### config.mk
export PLATFORM = sky130hd
export DESIGN_NAME = master_tx
export DESIGN_NICKNAME = d
export VERILOG_FILES = /design/src/rtl/master_tx.sv
export SDC_FILE = /design/constraint.sdc
export NUM_CORES = 1
export LEC_CHECK = 0
export CORE_MARGIN = 4
export CORE_UTILIZATION = 50
export CTS_BUF_LIST = sky130_fd_sc_hd__clkbuf_2
export CTS_CLUSTER_DIAMETER = 200
export DETAILED_ROUTE_END_ITERATION = 10
export PLACE_DENSITY_LB_ADDON = 0.25
export SLEW_MARGIN = 20
export SYNTH_ARGS = -nofsm -noshare
export SYNTH_HDL_FRONTEND = slang
export SYNTH_SLANG_ARGS = --single-unit
### constraint.sdc
create_clock -name clk -period 6.5 [get_ports clk]
set_input_delay 0.975 -clock clk [delete_from_list [all_inputs] [get_ports clk]]
set_output_delay 0.975 -clock clk [all_outputs]
set_load 0.02 [all_outputs]
### src/rtl/master_tx.sv
// FIFO-buffered valid/ready master with a registered output stage.
// Counts completed transfers in a wrapping 16-bit counter.
module master_tx #(
  parameter int WIDTH = 32,
  parameter int DEPTH = 4
) (
  input  logic             clk,
  input  logic             rst,
  input  logic [WIDTH-1:0] din,
  input  logic             din_valid,
  output logic             din_ready,
  output logic [WIDTH-1:0] data,
  output logic             valid,
  input  logic             ready,
  output logic [15:0]      sent_cnt,
  output logic             busy
);

  localparam int AW = $clog2(DEPTH);
  localparam logic [AW:0] CNT_FULL = (AW+1)'(DEPTH);

  logic [WIDTH-1:0] mem [DEPTH];
  logic [AW-1:0]    wr_ptr;
  logic [AW-1:0]    rd_ptr;
  logic [AW:0]      count;
  logic             push;
  logic             pop;
  logic             xfer;
  logic             fifo_ne;

  assign fifo_ne   = count != '0;
  assign din_ready = count < CNT_FULL;
  assign push      = din_valid & din_ready;
  assign xfer      = valid & ready;
  // refill the output register when empty or emptying this edge
  assign pop       = fifo_ne & (~valid | xfer);
  assign busy      = fifo_ne | valid;

  always_ff @(posedge clk) begin
    if (push && !rst) mem[wr_ptr] <= din;
  end

  always_ff @(posedge clk) begin
    if (rst) begin
      wr_ptr   <= '0;
      rd_ptr   <= '0;
      count    <= '0;
      data     <= '0;
      valid    <= 1'b0;
      sent_cnt <= '0;
    end else begin
      if (push) wr_ptr <= wr_ptr + 1'b1;
      if (pop) begin
        rd_ptr <= rd_ptr + 1'b1;
        data   <= mem[rd_ptr];
        valid  <= 1'b1;
      end else if (xfer) begin
        valid  <= 1'b0;
      end
      unique case ({push, pop})
        2'b10:   count <= count + 1'b1;
        2'b01:   count <= count - 1'b1;
        default: count <= count;
      endcase
      if (xfer) sent_cnt <= sent_cnt + 1'b1;
    end
  end

endmodule

A small window of the routed layout:
Scale bar: 5 µm. Window x 84 to 104, y 84 to 104 µm. Cells in gray, sequential cells in the stronger gray; small squares are vias.
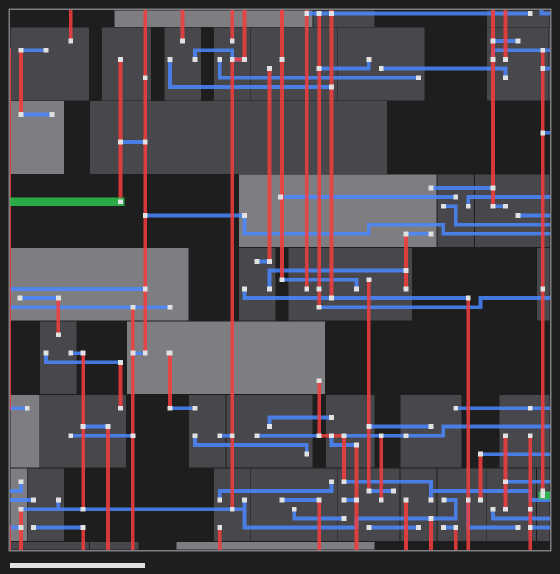
M1: marked blue. M3: marked green. M2: marked red.
Sequential cells in the window: 3. Most frequent: nor2_1 (7), xor2_1 (4). 28 logic cells have their middle in the window. Netlist names of flops here include sent_cnt (2), rd_ptr (1).

Met1 routing:
Scale bar: 50 µm. Cells faint in the background.
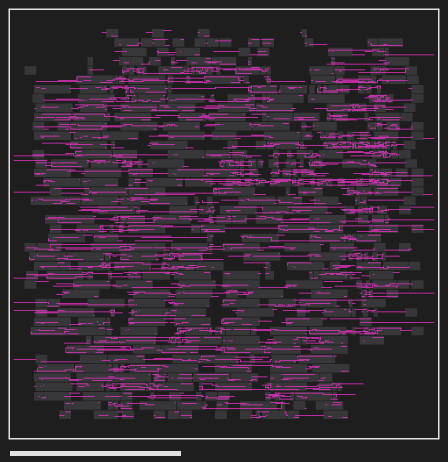
The longest straight run is 35.6 µm. 518 nets have wire on it. The wires run mostly horizontal. The layer holds 43% of the routed length.
final wirelength: 12800 µm
via count: 3816

==> results.ini <==
[clocking]
cts_sinks=184
cts_tree=done

[worst_hold_path]
whs_endpoint=data[22]
holdPathStages=2

[outcome]
outcome=complete, no violations

[placed_design]
dp_hpwl_um=7810
port_buffers=86

[synthesis]
netlist_area_um2=6860
synthXorXnorAreaFrac_pct=1.92
edf_count=128
synthCells=443
avgSynthCellArea_um2=15.5

[flow_run]
cap_violations=0

[worst_setup_path]
rr_worst_depth=4
cp.required_ps=5520
critPathLaunch=count[2]
worstReg2RegStart=count[2]
start_kind=flip-flop
arrival_ps=2350
worst_path_max_delay_cell=clkdlybuf4s50_1
cp.buffers_inverters=1
reg2reg_to=mem[1][18]
crit_chain=or3_1 -> or2_2 -> clkdlybuf4s50_1
cp_top_family=simple AND/OR/NAND/NOR gates

[timing]
rsz0062_at_grt=false
finalCriticalPeriod_ps=3320
worst_slew_pin_slew_ps=896

[detailed_routing]
highest_layer=met4
dr.pass1.iters=5
dr_wl_met3_um=591
drcViolationCount=0
ant_nets=0

[die]
ios=87
dieArea_um2=15700

[layout]
final_util_pct=61.5
final_cell_area_um2=8200
lay_top_count=edfxtp_1

[power]
finalPower_w=0.00311

Wiring by layer:
Scale bar: 50 µm. Two of the layers only.
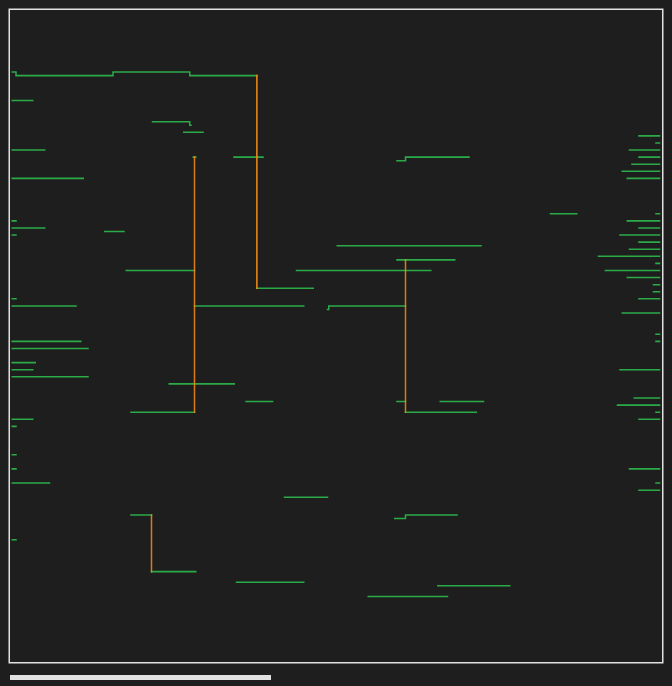
M4: marked orange, wire length 130 µm. M3: marked green, wire length 591 µm.
All-Layer GR Usage: 17.3%
routed len/inst: 17.8 µm

Routed metal per tile:
The die is cut into 25 by 25 equal tiles; white is low, dark blue is high, scaled to the fullest tile. Values are wire area over tile area, all layers added.
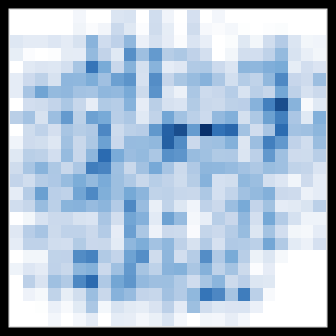
The emptiest ninth of the die: lower right. 10% of the tiles are over half the peak. 13% of the tiles are nearly empty.

state kept, by name, indices dropped and copies added, names as in the netlist:
register	cells
count	3
valid	1
data	32
sent_cnt	16
mem	128
rd_ptr	2
wr_ptr	2
layout make-up:
cell class	count	area (µm²)
Fill cell	1037	5140
Clock inverter	13	225
Timing Repair Buffer	90	886
Clock buffer	19	95.1
Tap cell	176	220
Multi-Input combinational cell	229	1780
Inverter	8	30.0
Sequential cell	184	4970
power breakdown:
part	internal [W]	switching, W	total [W]	leakage, nW
Combinational	0.000424	0.000472	0.000896	0.869
Clock	0.000331	0.000367	0.000698	0.180
Sequential	0.00139	0.000120	0.00151	1.62
metrics by stage:
stage	hold WS (ps)	std cells	worst slack [ps]
floorplan	472	443	3610
CTS	472	719	3050
global route	491	719	3010
detailed placement	448	687	3230
global placement	443	687	3310
finish	470	719	3180
Power figures rest on the tool's default switching activity, not on a simulated workload.
